===== src/rtl/uart_cmd_deframer.sv =====
// Pops bytes from a CoreUART receiver, assembles 6-byte SOF/CMD/ADDR/DH/DL/CHK
// frames and presents decoded register commands on a valid/ready port.
module uart_cmd_deframer #(
  parameter int          RD_LAT      = 2,
  parameter int          TIMEOUT_CYC = 100000,
  parameter logic [7:0]  SOF_BYTE    = 8'hA5
) (
  input  logic        CLK,
  input  logic        RESET,
  input  logic        uart_rxrdy,
  input  logic [7:0]  uart_data,
  input  logic        uart_par_err,
  input  logic        uart_frm_err,
  input  logic        uart_ovf,
  output logic        uart_csn,
  output logic        uart_oen,
  output logic        cmd_valid,
  input  logic        cmd_ready,
  output logic        cmd_wr,
  output logic [7:0]  cmd_addr,
  output logic [15:0] cmd_wdata,
  output logic        err_chk,
  output logic        err_timeout,
  output logic        err_line,
  output logic [7:0]  err_cnt
);

  typedef enum logic [1:0] {RD_IDLE, RD_STRB, RD_WAIT} rd_state_t;
  typedef enum logic [2:0] {F_HUNT, F_CMD, F_ADDR, F_DH, F_DL, F_CHK, F_OUTPUT} fr_state_t;

  function automatic logic [7:0] sat_inc(input logic [7:0] v);
    return (v == 8'hFF) ? v : v + 8'd1;
  endfunction

  rd_state_t   rd_q, rd_d;
  fr_state_t   fr_q, fr_d;
  logic [1:0]  wcnt_q, wcnt_d;
  logic [16:0] tcnt_q, tcnt_d;
  logic        wrb_q, wrb_d;
  logic [7:0]  addr_q, addr_d, dh_q, dh_d, dl_q, dl_d, xor_q, xor_d;
  logic        cv_q, cv_d, cwr_q, cwr_d;
  logic [7:0]  caddr_q, caddr_d;
  logic [15:0] cwd_q, cwd_d;
  logic        ovf_q;
  logic        ech_q, eto_q, eln_q;
  logic [7:0]  ecnt_q;
  logic        byte_vld, in_frame, ovf_rise, line_ev, to_ev, chk_ev, good_byte;

  // Byte reader: the byte is consumed combinationally on the final wait cycle,
  // so the frame FSM has already left G_CHK before the reader can re-arm.
  always_comb begin
    rd_d     = rd_q;
    wcnt_d   = wcnt_q;
    byte_vld = 1'b0;
    case (rd_q)
      RD_IDLE: if (uart_rxrdy && fr_q != F_OUTPUT) rd_d = RD_STRB;
      RD_STRB: begin
        rd_d   = RD_WAIT;
        wcnt_d = 2'd0;
      end
      RD_WAIT: begin
        if (wcnt_q == 2'(RD_LAT - 1)) begin
          byte_vld = 1'b1;
          rd_d     = RD_IDLE;
        end else begin
          wcnt_d = wcnt_q + 2'd1;
        end
      end
      default: rd_d = RD_IDLE;
    endcase
  end

  assign in_frame  = (fr_q == F_CMD) || (fr_q == F_ADDR) || (fr_q == F_DH) ||
                     (fr_q == F_DL) || (fr_q == F_CHK);
  assign ovf_rise  = uart_ovf & ~ovf_q;
  assign line_ev   = ovf_rise | (byte_vld & (uart_par_err | uart_frm_err));
  assign to_ev     = in_frame && (tcnt_q >= 17'(TIMEOUT_CYC));
  assign good_byte = byte_vld & ~(uart_par_err | uart_frm_err);

  always_comb begin
    fr_d    = fr_q;
    wrb_d   = wrb_q;
    addr_d  = addr_q;
    dh_d    = dh_q;
    dl_d    = dl_q;
    xor_d   = xor_q;
    cv_d    = cv_q;
    cwr_d   = cwr_q;
    caddr_d = caddr_q;
    cwd_d   = cwd_q;
    chk_ev  = 1'b0;
    tcnt_d  = (in_frame && !byte_vld) ? tcnt_q + 17'd1 : 17'd0;
    if (fr_q == F_OUTPUT) begin
      if (cmd_ready) begin
        cv_d = 1'b0;
        fr_d = F_HUNT;
      end
    end else if (in_frame && (line_ev || to_ev)) begin
      fr_d = F_HUNT;
    end else if (good_byte) begin
      xor_d = xor_q ^ uart_data;
      case (fr_q)
        F_HUNT: if (uart_data == SOF_BYTE) begin
          fr_d  = F_CMD;
          xor_d = 8'd0;
        end
        F_CMD:  begin wrb_d  = uart_data[7]; fr_d = F_ADDR; end
        F_ADDR: begin addr_d = uart_data;    fr_d = F_DH;   end
        F_DH:   begin dh_d   = uart_data;    fr_d = F_DL;   end
        F_DL:   begin dl_d   = uart_data;    fr_d = F_CHK;  end
        F_CHK: begin
          if (uart_data == xor_q) begin
            cv_d    = 1'b1;
            cwr_d   = wrb_q;
            caddr_d = addr_q;
            cwd_d   = {dh_q, dl_q};
            fr_d    = F_OUTPUT;
          end else begin
            chk_ev = 1'b1;
            fr_d   = F_HUNT;
          end
        end
        default: fr_d = F_HUNT;
      endcase
    end
  end

  always_ff @(posedge CLK or posedge RESET) begin
    if (RESET) begin
      rd_q    <= RD_IDLE;
      fr_q    <= F_HUNT;
      wcnt_q  <= 2'd0;
      tcnt_q  <= 17'd0;
      wrb_q   <= 1'b0;
      addr_q  <= 8'd0;
      dh_q    <= 8'd0;
      dl_q    <= 8'd0;
      xor_q   <= 8'd0;
      cv_q    <= 1'b0;
      cwr_q   <= 1'b0;
      caddr_q <= 8'd0;
      cwd_q   <= 16'd0;
      ovf_q   <= 1'b0;
      ech_q   <= 1'b0;
      eto_q   <= 1'b0;
      eln_q   <= 1'b0;
      ecnt_q  <= 8'd0;
    end else begin
      rd_q    <= rd_d;
      fr_q    <= fr_d;
      wcnt_q  <= wcnt_d;
      tcnt_q  <= tcnt_d;
      wrb_q   <= wrb_d;
      addr_q  <= addr_d;
      dh_q    <= dh_d;
      dl_q    <= dl_d;
      xor_q   <= xor_d;
      cv_q    <= cv_d;
      cwr_q   <= cwr_d;
      caddr_q <= caddr_d;
      cwd_q   <= cwd_d;
      ovf_q   <= uart_ovf;
      // Only the highest-priority error of a cycle is reported and counted.
      eln_q   <= line_ev;
      eto_q   <= to_ev & ~line_ev;
      ech_q   <= chk_ev;
      ecnt_q  <= (line_ev || to_ev || chk_ev) ? sat_inc(ecnt_q) : ecnt_q;
    end
  end

  assign uart_csn    = (rd_q != RD_STRB);
  assign uart_oen    = (rd_q != RD_STRB);
  assign cmd_valid   = cv_q;
  assign cmd_wr      = cwr_q;
  assign cmd_addr    = caddr_q;
  assign cmd_wdata   = cwd_q;
  assign err_chk     = ech_q;
  assign err_timeout = eto_q;
  assign err_line    = eln_q;
  assign err_cnt     = ecnt_q;

endmodule


===== config.mk =====
export PLATFORM = sky130hd
export DESIGN_NAME = uart_cmd_deframer
export DESIGN_NICKNAME = d
export VERILOG_FILES = /design/src/rtl/uart_cmd_deframer.sv
export SDC_FILE = /design/constraint.sdc
export NUM_CORES = 1
export LEC_CHECK = 0
export ABC_AREA = 0
export ABC_CLOCK_PERIOD_IN_PS = 3810
export CELL_PAD_IN_SITES_DETAIL_PLACEMENT = 0
export CELL_PAD_IN_SITES_GLOBAL_PLACEMENT = 1
export CORE_AREA = 2 2 107 109
export CTS_CLUSTER_SIZE = 28
export DETAILED_ROUTE_END_ITERATION = 12
export DIE_AREA = 0 0 109 111
export PLACE_DENSITY = 0.85
export SLEW_MARGIN = 20
export SYNTH_ARGS = -nofsm -noshare
export SYNTH_HDL_FRONTEND = slang
export SYNTH_SLANG_ARGS = --single-unit

===== constraint.sdc =====
create_clock -name CLK -period 3.81 [get_ports CLK]
set_clock_uncertainty 0.15 [all_clocks]
set_input_delay 1.143 -clock CLK [delete_from_list [all_inputs] [get_ports CLK]]
set_output_delay 1.143 -clock CLK [all_outputs]
set_load 0.05 [all_outputs]

==> run_1/placed.png <==
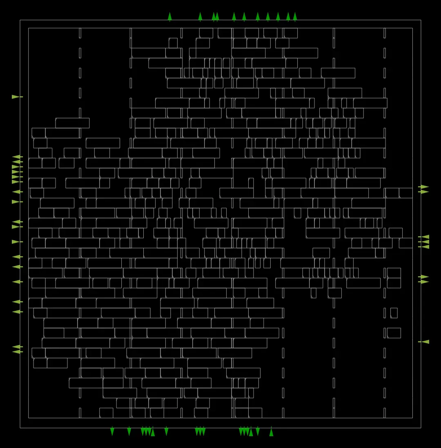
core region area: 11100 µm²
flop share of the area: 0.434

==> run_1/sizing.png <==
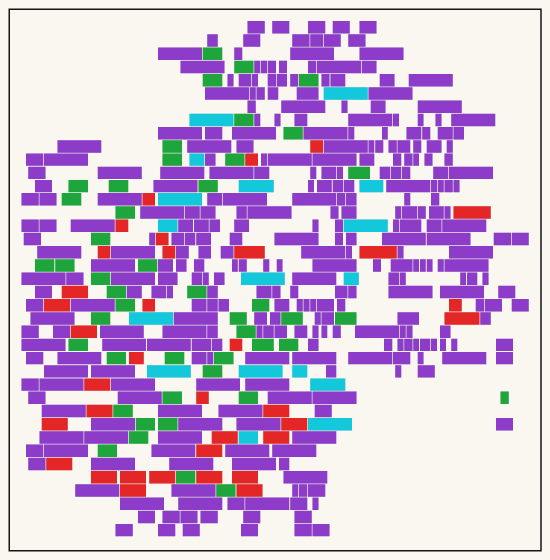
- x3 and x4: red (cells 35)
- x2: green (cells 46)
- x6 and larger: cyan (cells 17)
- x1 and smaller: purple (cells 332)

==> impl_metrics.yaml, run 1 <==
# generated from flow reports
routing:
  drt_drc_violations_left: 0
  wl_met3_um: 267
  routed-via-count: 2912
  highest_layer: "met4"
  via_per_inst: 5.08
  wl_met2_mm: 4.28
  wire_per_inst_um: 15.6
critical_path:
  path_class: "input pin to flop"
  start_kind: "input pin"
  arrival_ns: 3.23
  cp-startpoint: "uart_frm_err"
  crit_path_end_kind: "flop"
  r2r_setup_slack_ns: 1.24
  slowest_stage: "clkdlybuf4s50_1"
  r2r.worst_path.cells: 5
  worstPathRequired_ns: 3.89
  r2r_start: "fr_q[0]"
  rr_endpoint: "dh_q[6]"
  cpPeakStageDelay_ns: 0.51
  cp_cell_sequence: "clkdlybuf4s50_1 > nor2_1 > o22ai_1 > a22oi_4 > nand4_2 > mux2_2"
  endpoint: "dh_q[6]"
synth:
  synthCells: 358
  syn_area_um2: 4410
  yosysSeqAreaShare: 0.539
  fa_ha_area_frac: 0.0113
  ys.warnings.count: 0
  top_cell: "dfrtp_1"
  synth.net_count: 377
  ys_types: 46
  top_cells_by_area: "dfrtp_1, mux2_2, mux2_4"
  synthTopLogicFamily: "multiplexers"
  aoi_share: 0.0584
  ys_async_sr_fraction: 1.00
  synth_top_area_share: 0.539
  synth-simple-area-share: 0.148
  ys.flops: 95
  yosys-top-cells-count: "dfrtp_1, mux2_2, nor2_1"
  ys.flop_type: "dfrtp_1"
  postSynthAreaPerCell_um2: 12.3
  synth-area-yosys_um2: 4410
  xor_share: 0.0457
  yosys.area.top_type: "dfrtp_1"
grt:
  grtUsageTotal: 0.157
  grt_use_met3: 0.0294
  grt_use_met1: 0.219
  grt.overflow.total: 0
  grt_max_degree: 49
  grt.busiest_layer: "met2"
  grt_use_met2: 0.246
  grt_pass1_vias: 2942
  grt_pass1_wl_mm: 14.9
hold_path:
  hold-path-cell-count: 1
  hp-class: "flop to flop"
  whs_endpoint: "tcnt_q[0]"
  worstHoldStart: "tcnt_q[0]"
sta:
  fin_hold_ws_ns: 0.340
  slew_viol_final: 0
  slew_headroom: 0.562
  fin_crit_ns: 3.16
  setup_viol: 0
  finalClockPeriodUsage: 0.828
  worst_slew_pin_slew_ns: 0.657
  final-hold-violation-count: 0
  max_freq_mhz: 317
  rsz0062_at_grt: "false"
  tns_ns: 0
clock_tree:
  cts_root_buffer: "clkbuf_16"
  post_cts_resized: 0
  cts_tree: "done"
  clock_path_buffers: 2
  clk_pin_slew_ns: 0.07
  post_cts_buffers: 0
  cts_made_buffers: 9
  cts_num_sinks: 95
  htree_levels: 3
  hold_buffers: 0
  clock_latency_ns: 0.34
die:
  die-area_um2: 12100
  fp.dieW_um: 109
  die_h_um: 111
  tap_cells: 143
cells_and_area:
  buffers: 66
  biggestCellCategory: "flip-flops and latches"
  fin_area_um2: 5480
  num_antenna_cells: 0
  multi_input_comb_cells: 245
  final-nonclk-buf-share: 0.119
  comb_area_um2: 1940
  clock_area_frac: 0.0542
  flops: 95
  area_delta_synth_final_pct: 24.1
  post-route-util: 0.494
  comb_share: 0.354
  drive_above_1_share: 0.228
  seq_area_um2: 2380
  nets: 444
place:
  dp_hpwl_mm: 6.23
  post_dp_cell_area_um2: 5180
  place.gp.congestion: 0.794
power:
  worst_ir_drop_vdd_mv: 0.234
  seqPwrFrac: 0.454
  p_sw_uw: 915
  power_density_nw_per_um2: 509
  power_frac_comb: 0.227
  clockPowerShare: 0.318
  switching_share: 0.329
  p_leak_nw: 2.50
  internal_power_mw: 1.87
flow_run:
  tool_warnings: 28
outcome:
  outcome: "finished, final reports clean"
==> run_1/layers.png <==
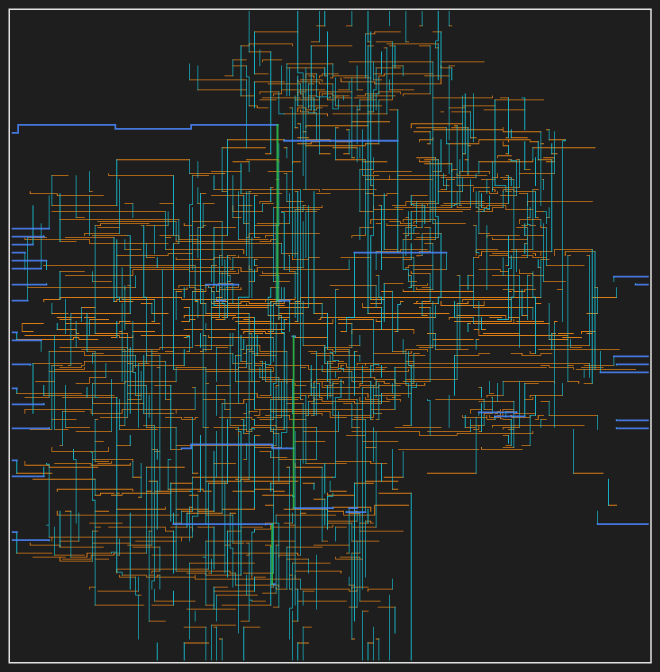
- M1: orange (wire length 4340 µm)
- M2: cyan (wire length 4280 µm)
- M3: blue (wire length 268 µm)
- M4: green (wire length 69.4 µm)

==> run_1/port_trees.png <==
Bar = 20 µm.
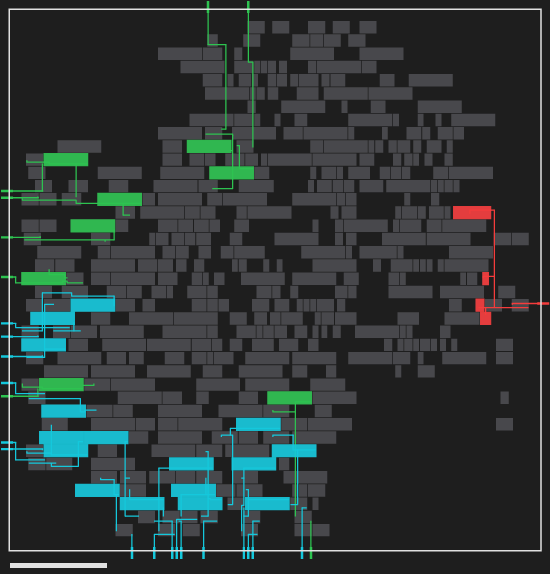
- `cmd_addr`: green (bits 8; direction output; end cells 8; buffers 8; wire 262 µm)
- `uart_par_err`: red (bits 1; direction input; end cells 4; buffers 1; wire 45.4 µm)
- `cmd_wdata`: cyan (bits 16; direction output; end cells 16; buffers 16; wire 425 µm)
I/O Pins: 54
port bufs: 53

[run 1: power groups by stage]
stage,Clock (mW),Combinational (mW),Sequential (mW)
2_1_floorplan,0,0.376,1.35
3_3_place_gp,0,0.622,1.27
3_5_place_dp,0,0.639,1.28
4_1_cts,0.913,0.642,1.26
5_1_grt,0.955,0.694,1.29
6_report,0.887,0.633,1.27
[run 1: placed cells by master (no fill, tap or decap), drive strengths merged]
cell,instances
or3,3
o21ai,8
nand4,11
o211ai,6
and2,1
and3,4
nand3,15
clkinv,2
a22oi,1
xor2,11
a311oi,1
xnor2,12
dfrtp,95
a21boi,1
nor2b,5
nand3b,4
nor4,4
nand2,25
nor3b,1
clkdlybuf4s50,53
mux2i,3
o22ai,1
buf,13
inv,12
clkbuf,10
nor2,30
nand2b,8
a211oi,3
nor3,6
ha,4
nor4b,1
a21oi,10
mux2,60
a21o,1
o2bb2ai,5
[run 1: per-stage QoR]
| stage | std cells | setup WS, ns | power [mW] |
|---|---|---|---|
| after floorplan | 358 | 0.0400 | 1.73 |
| after global placement | 557 | 0.401 | 1.90 |
| after detailed placement | 557 | 0.329 | 1.92 |
| after CTS | 573 | 0.640 | 2.82 |
| after global routing | 573 | 0.489 | 2.93 |
| final | 573 | 0.655 | 2.79 |
[run 1: registers in the layout, indices dropped and copies added (netlist names)]
signal / cells
ovf_q: 1
err_line: 1
fr_q: 3
err_timeout: 1
err_cnt: 8
cmd_addr: 8
dh_q: 8
addr_q: 8
tcnt_q: 17
dl_q: 8
xor_q: 8
cmd_wr: 1
wrb_q: 1
cmd_wdata: 16
rd_q: 2
wcnt_q: 2
cmd_valid: 1
err_chk: 1
[run 1: worst max-delay path, delay by kind of cell]
family	cells	cell delay (ns)
compound gates	2	0.66
simple gates	2	0.52
buf+inv	1	0.51
mux	1	0.38
==> run_1/class_map.png <==
Fill, decap, tap and diode cells in grey.
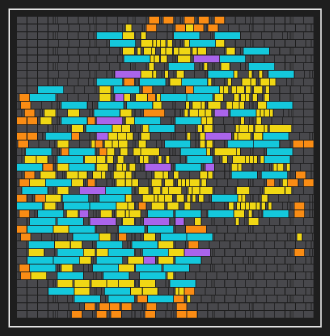

--- run 2 (diff from run 1) ---
--- a/config.mk
+++ b/config.mk
@@ -6,14 +6,14 @@
 export NUM_CORES = 1
 export LEC_CHECK = 0
 export ABC_AREA = 0
-export ABC_CLOCK_PERIOD_IN_PS = 3810
+export ABC_CLOCK_PERIOD_IN_PS = 3090
 export CELL_PAD_IN_SITES_DETAIL_PLACEMENT = 0
 export CELL_PAD_IN_SITES_GLOBAL_PLACEMENT = 1
-export CORE_AREA = 2 2 107 109
+export CORE_AREA = 2 2 103 105
 export CTS_CLUSTER_SIZE = 28
 export DETAILED_ROUTE_END_ITERATION = 12
-export DIE_AREA = 0 0 109 111
-export PLACE_DENSITY = 0.85
+export DIE_AREA = 0 0 105 107
+export PLACE_DENSITY = 0.88
 export SLEW_MARGIN = 20
 export SYNTH_ARGS = -nofsm -noshare
 export SYNTH_HDL_FRONTEND = slang
==> constraint.sdc (replaced) <==
create_clock -name CLK -period 3.09 [get_ports CLK]
set_clock_uncertainty 0.15 [all_clocks]
set_input_delay 0.927 -clock CLK [delete_from_list [all_inputs] [get_ports CLK]]
set_output_delay 0.927 -clock CLK [all_outputs]
set_load 0.05 [all_outputs]
==> run_2/class_map.png <==
Fill, decap, tap and diode cells in grey.
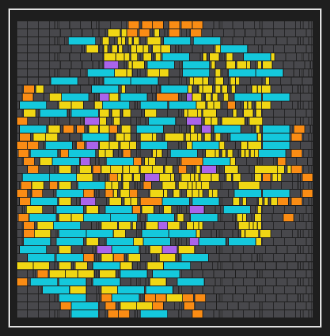
- remaining buffers and delay cells: orange (cells 73)
- registers: cyan (cells 95)
- clock drivers and dummy loads: purple (cells 16)
- remaining logic cells: yellow (cells 253)
flop share of the area: 0.438
core region area: 10100 µm²
Final Instance Area: 5420 µm²

==> run 2 against run 1 <==
  * First-iteration DRC count down 18%
  * Worst setup slack worse by 0.53 ns
  * Critical endpoint is now uart_csn
  * Global-route usage up 1.0 points
==> impl_metrics.yaml, run 2 <==
# generated from flow reports
power:
  seq-power_mw: 1.56
  powerComb_uw: 803
  power_frac_comb: 0.255
  power_leader: "sequential cells"
  pwr.group.clock_uw: 783
  p_sw_mw: 1.11
  p_leak_nw: 2.48
  power_density_nw_per_um2: 581
  internal_power_mw: 2.04
  seqPwrFrac: 0.496
  clockPowerShare: 0.249
  finalPower_mw: 3.15
  worst_ir_drop_vdd_mv: 0.280
die:
  die-area_um2: 11200
  tap_cells: 136
  die_h_um: 107
  ioPinCount: 54
  fp.dieW_um: 105
critical_path:
  start_kind: "flop"
  arrival_ns: 1.89
  crit_path_end_kind: "output pin"
  path_class: "flop to output pin"
clock_tree:
  hold_buffers: 0
  clock_latency_ns: 0.37
  post_cts_resized: 0
  cts_made_buffers: 9
  clk_pin_slew_ns: 0.10
  cts_num_sinks: 95
  cts_tree: "done"
  clock_path_buffers: 2
cells_and_area:
  comb_area_um2: 1940
  nets: 451
  clock_area_frac: 0.0339
  layout_top_cells: "dfrtp_1, clkdlybuf4s50_1, mux2_2, nor2_1, nand2_1"
  multi_input_comb_cells: 245
  final-nonclk-buf-share: 0.132
  largest_reg_flops: 17
  final_common_cell: "dfrtp_1"
  flops: 95
  biggestCellCategory: "flip-flops and latches"
  top_register: "tcnt_q"
  drive_above_1_share: 0.240
  num_antenna_cells: 0
  area_delta_synth_final_pct: 22.9
  comb_share: 0.357
  seq_area_um2: 2380
grt:
  grt_pass1_vias: 2971
  grt_use_met3: 0.0359
  grt.overflow.total: 0
  grt_use_met1: 0.228
  grtUsageTotal: 0.167
  grt.busiest_layer: "met2"
  grt_pass1_wl_mm: 15.0
synth:
  yosysSeqAreaShare: 0.539
  synthCells: 358
  ys_types: 46
  ys.flop_type: "dfrtp_1"
  synth_top_area_share: 0.539
  synth.net_count: 377
  syn_area_um2: 4410
  top_cell: "dfrtp_1"
  ys.flops: 95
  top_cells_by_area: "dfrtp_1, mux2_2, mux2_4"
  yosys-top-cells-count: "dfrtp_1, mux2_2, nor2_1"
  postSynthAreaPerCell_um2: 12.3
  synth-area-yosys_um2: 4410
  ys_async_sr_fraction: 1.00
sta:
  finalClockPeriodUsage: 0.959
  timing.final.ws_setup_ns: 0.127
  rsz0062_at_grt: "false"
  fin_hold_ws_ns: 0.358
  slew_headroom: 0.544
  setup_viol: 0
  final-hold-violation-count: 0
  fin_crit_ns: 2.96
  slew_viol_final: 0
routing:
  via_per_inst: 5.16
  routed-via-count: 2958
  drt_drc_violations_left: 0
place:
  dp_hpwl_mm: 6.25
  portBuffers: 53
  dp_slack_ns: -0.0720
  place.gp.congestion: 0.845
hold_path:
  hp-class: "flop to flop"
outcome:
  outcome: "finished, final reports clean"
flow_run:
  tool_warnings: 28
[run 2: netlist changes by cell type in the layout (fill, tap and decap cells not counted), sizes merged]
cell	delta
buf	+7
clkinvlp	+1
clkbuf	-1
[run 2: final timing paths]
| path | from | to | slack, ns | cells after the start |
|---|---|---|---|---|
| worst max-delay path | rd_q[1] | uart_csn | 0.13 | 2 |
| worst min-delay path | dl_q[6] | cmd_wdata[6] | 0.36 | 1 |
| worst max register to register | fr_q[0] | dh_q[0] | 0.63 | 5 |
| worst min register to register | dl_q[6] | cmd_wdata[6] | 0.36 | 1 |
| max in group asynchronous | RESET | wrb_q | 1.34 | 3 |
| min in group asynchronous | RESET | cmd_addr[6] | 0.85 | 2 |
[run 2: per-layer routing]
layer  share of wire  vias up  routed length [µm]
li1                -     1406                   -
met1            0.49     1488                4340
met2            0.47       56                4190
met3           0.037        8                 330
met4           0.010        0                  91
met5               0        -                   0
[run 2: through the flow]
| step | cells | utilization | setup TNS, ns |
|---|---|---|---|
| 2_1_floorplan | 358 | - | 0 |
| 3_3_place_gp | 557 | 0.519 | -0.0166 |
| 6_report | 573 | 0.537 | 0 |
| 3_5_place_dp | 557 | 0.519 | -0.759 |
| 5_1_grt | 573 | 0.537 | 0 |
| 4_1_cts | 573 | 0.537 | 0 |
[run 2: cell families (layout without fill, tap and decap cells)]
group / count (synthesis) / after routing / share of synthesized area
muxes: 63 / 63 / 0.176
AOI/OAI and AO/OA: 37 / 37 / 0.0584
and+or+nand+nor: 118 / 118 / 0.148
buffers and inverters: 18 / 97 / 0.0216
adders and majority gates: 4 / 4 / 0.0113
xor gates and xnor gates: 23 / 23 / 0.0457
DFF: 95 / 95 / 0.539
[run 2: worst max-delay path, stage by stage, from the launching register on]
cell and delay, ns:
dfrtp_1 0.52, nand2b_1 0.19, clkdlybuf4s50_1 0.81
==> run_2/sizing.png <==
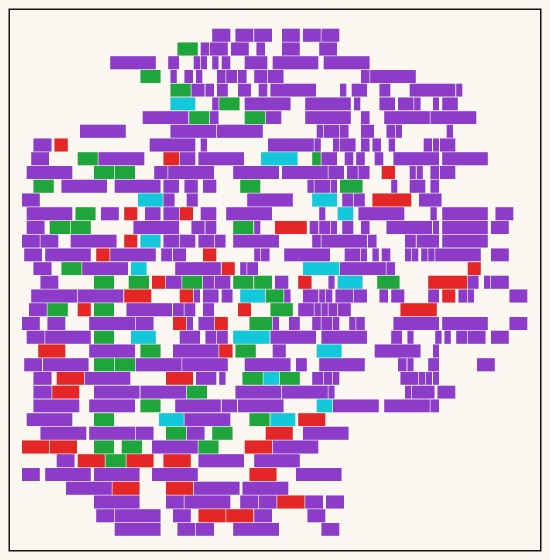

--- run 3 (diff from run 2) ---
--- a/config.mk
+++ b/config.mk
@@ -6,11 +6,12 @@
 export NUM_CORES = 1
 export LEC_CHECK = 0
 export ABC_AREA = 0
-export ABC_CLOCK_PERIOD_IN_PS = 3090
+export ABC_CLOCK_PERIOD_IN_PS = 3000
 export CELL_PAD_IN_SITES_DETAIL_PLACEMENT = 0
 export CELL_PAD_IN_SITES_GLOBAL_PLACEMENT = 1
 export CORE_AREA = 2 2 103 105
-export CTS_CLUSTER_SIZE = 28
+export CTS_CLUSTER_DIAMETER = 30
+export CTS_CLUSTER_SIZE = 20
 export DETAILED_ROUTE_END_ITERATION = 12
 export DIE_AREA = 0 0 105 107
 export PLACE_DENSITY = 0.88
==> constraint.sdc (replaced) <==
create_clock -name CLK -period 3 [get_ports CLK]
set_clock_uncertainty 0.15 [all_clocks]
set_input_delay 0.9 -clock CLK [delete_from_list [all_inputs] [get_ports CLK]]
set_output_delay 0.9 -clock CLK [all_outputs]
set_load 0.05 [all_outputs]
==> run_3/sizing.png <==
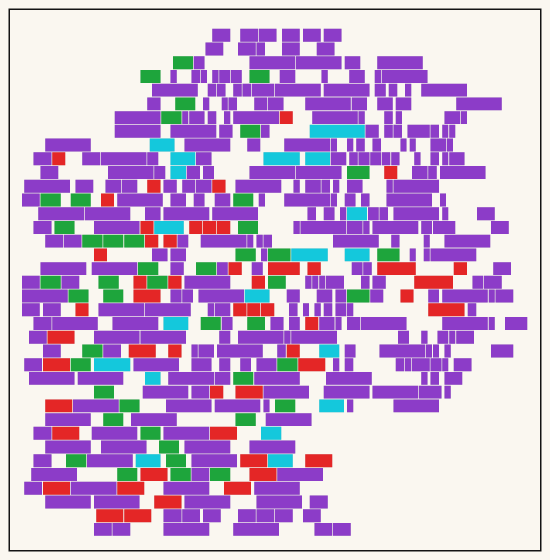
- x6 and larger: cyan (cells 19)
- x2: green (cells 45)
- x3 and x4: red (cells 51)
- x1 and smaller: purple (cells 332)
Final Instance Area: 5540 µm²
Final Worst Setup Slack: 0.248 ns

==> run 3 against run 2 <==
  * Sequential share of layout area is 0.93 points lower
  * Utilization rose by 1.2 points
  * Critical path type is now input pin to flop
  * Register-to-register slack got worse by 0.05 ns
  * Critical endpoint is now err_cnt[0]
  * Largest cell class unchanged
  * Synthesized area is the same
  * Sequential power rose by 3%
  * Combinational power increased by 4.7%
  * Flip-flop count did not move
  * Highest routed layer unchanged
==> impl_metrics.yaml, run 3 <==
# generated from flow reports
outcome:
  outcome: "finished, final reports clean"
routing:
  drt_drc_violations_left: 0
  via_per_inst: 5.19
  wl_met2_mm: 4.30
  routed-via-count: 3023
  wire_per_inst_um: 15.5
  wl_met3_um: 351
synth:
  postSynthAreaPerCell_um2: 12.3
  ys_types: 46
  top_cell: "dfrtp_1"
  synth-area-yosys_um2: 4410
  muxShareOfSynthArea: 0.176
  synthCells: 358
  ys_async_sr_fraction: 1.00
  xor_share: 0.0457
  ys.flop_type: "dfrtp_1"
  synth.net_count: 377
  yosys.area.top_type: "dfrtp_1"
  aoi_share: 0.0584
  ys.flops: 95
  yosys-top-cells-count: "dfrtp_1, mux2_2, nor2_1"
  synth-simple-area-share: 0.148
  synth_top_area_share: 0.539
  top_cells_by_area: "dfrtp_1, mux2_2, mux2_4"
  syn_area_um2: 4410
  fa_ha_area_frac: 0.0113
  yosysSeqAreaShare: 0.539
sta:
  finalClockPeriodUsage: 0.917
  final-hold-violation-count: 0
  fin_crit_ns: 2.75
  slew_viol_final: 0
  setup_viol: 0
  max_freq_mhz: 363
  worst_slew_pin_slew_ns: 0.670
cells_and_area:
  largest_reg_flops: 17
  post-route-util: 0.549
  drive_above_1_share: 0.257
  num_antenna_cells: 0
  layout_top_cells: "dfrtp_1, clkdlybuf4s50_1, mux2_2, nor2_1, buf_4"
  area_delta_synth_final_pct: 25.6
  nets: 461
  final_common_cell: "dfrtp_1"
grt:
  grt_pass1_wl_mm: 15.3
  grtUsageTotal: 0.172
  grt.overflow.total: 0
  grt_pass1_vias: 3068
  grt_max_degree: 31
power:
  finalPower_mw: 3.38
  clockPowerShare: 0.275
  worst_ir_drop_vdd_mv: 0.261
  power_density_nw_per_um2: 610
  power_frac_comb: 0.249
  p_leak_nw: 2.55
  p_sw_mw: 1.17
  seqPwrFrac: 0.476
  internal_power_mw: 2.21
critical_path:
  r2r.worst_path.cells: 7
  crit_path_end_kind: "flop"
  arrival_ns: 2.86
  start_kind: "input pin"
  path_buffers: 3
  cpPeakStageDelay_ns: 0.48
  cp_cell_sequence: "clkdlybuf4s50_1 > buf_4 > xnor2_1 > nand4_1 > o21ai_1 > a21oi_1 > buf_4 > xor2_1"
place:
  dp_hpwl_mm: 6.32
  place.gp.congestion: 0.823
  portBuffers: 53
die:
  die-area_um2: 11200
  ioPinCount: 54
clock_tree:
  cts_tree: "done"
  clk_pin_slew_ns: 0.10
  cts_root_buffer: "clkbuf_8"
  cts_made_buffers: 9
  clock_latency_ns: 0.37
hold_path:
  whs_endpoint: "wcnt_q[1]"
  worstHoldStart: "wcnt_q[1]"
  hold-path-cell-count: 2
[run 3: cell counts after synthesis]
Identical to the previous run, type by type.
[run 3: metrics by stage]
step	hold slack [ns]	instance area [µm²]	instances	setup slack (ns)	setup TNS (ns)
floorplan	0.304	4410	358	0.628	0
global placement	0.323	5310	567	-0.0847	-0.480
detailed placement	0.341	5310	567	-0.152	-3.12
CTS	0.356	5530	583	0.0276	0
global route	0.377	5540	583	0.131	0
finish	0.361	5540	583	0.248	0
[run 3: power by group through the flow]
| stage | Clock (mW) | Combinational, mW | Sequential [mW] |
|---|---|---|---|
| floorplan | 0 | 0.478 | 1.72 |
| global placement | 0 | 0.825 | 1.62 |
| detailed placement | 0 | 0.846 | 1.63 |
| CTS | 0.950 | 0.852 | 1.61 |
| global route | 1.00 | 0.915 | 1.64 |
| finish | 0.929 | 0.841 | 1.61 |
[run 3: worst max path at each step]
stage,startpoint,end,slack [ns],cells after the start
2_1_floorplan,uart_data[3],xor_q[0],0.63,5
3_3_place_gp,uart_data[5],err_cnt[2],-0.08,7
3_5_place_dp,uart_data[5],err_cnt[0],-0.15,8
4_1_cts,rd_q[1],uart_csn,0.03,2
5_1_grt,uart_data[5],err_cnt[2],0.13,7
6_report,uart_data[5],err_cnt[0],0.25,8
[run 3: layout make-up]
cell class	instances	area [µm²]
clock inverters	7	97.6
multi-input cells	245	1940
flip-flops and latches	95	2380
repair buffers	83	798
fillers	891	4550
well taps	136	170
inverters	8	33.8
clock buffers	9	124
[run 3: routing by layer]
metal	GRT usage	vias to the layer above
met5	0	-
met4	0.0552	0
met3	0.0426	13
met2	0.274	65
met1	0.231	1508
li1	-	1437
[run 3: timing repair]
action                                  CTS  global route
endpoints found under the hold margin     0             0
resized                                   0             2
hold buffers                              0             0
setup buffers                             0             0
endpoints found under the setup margin    0             2
Power and IR drop assume default switching activity.
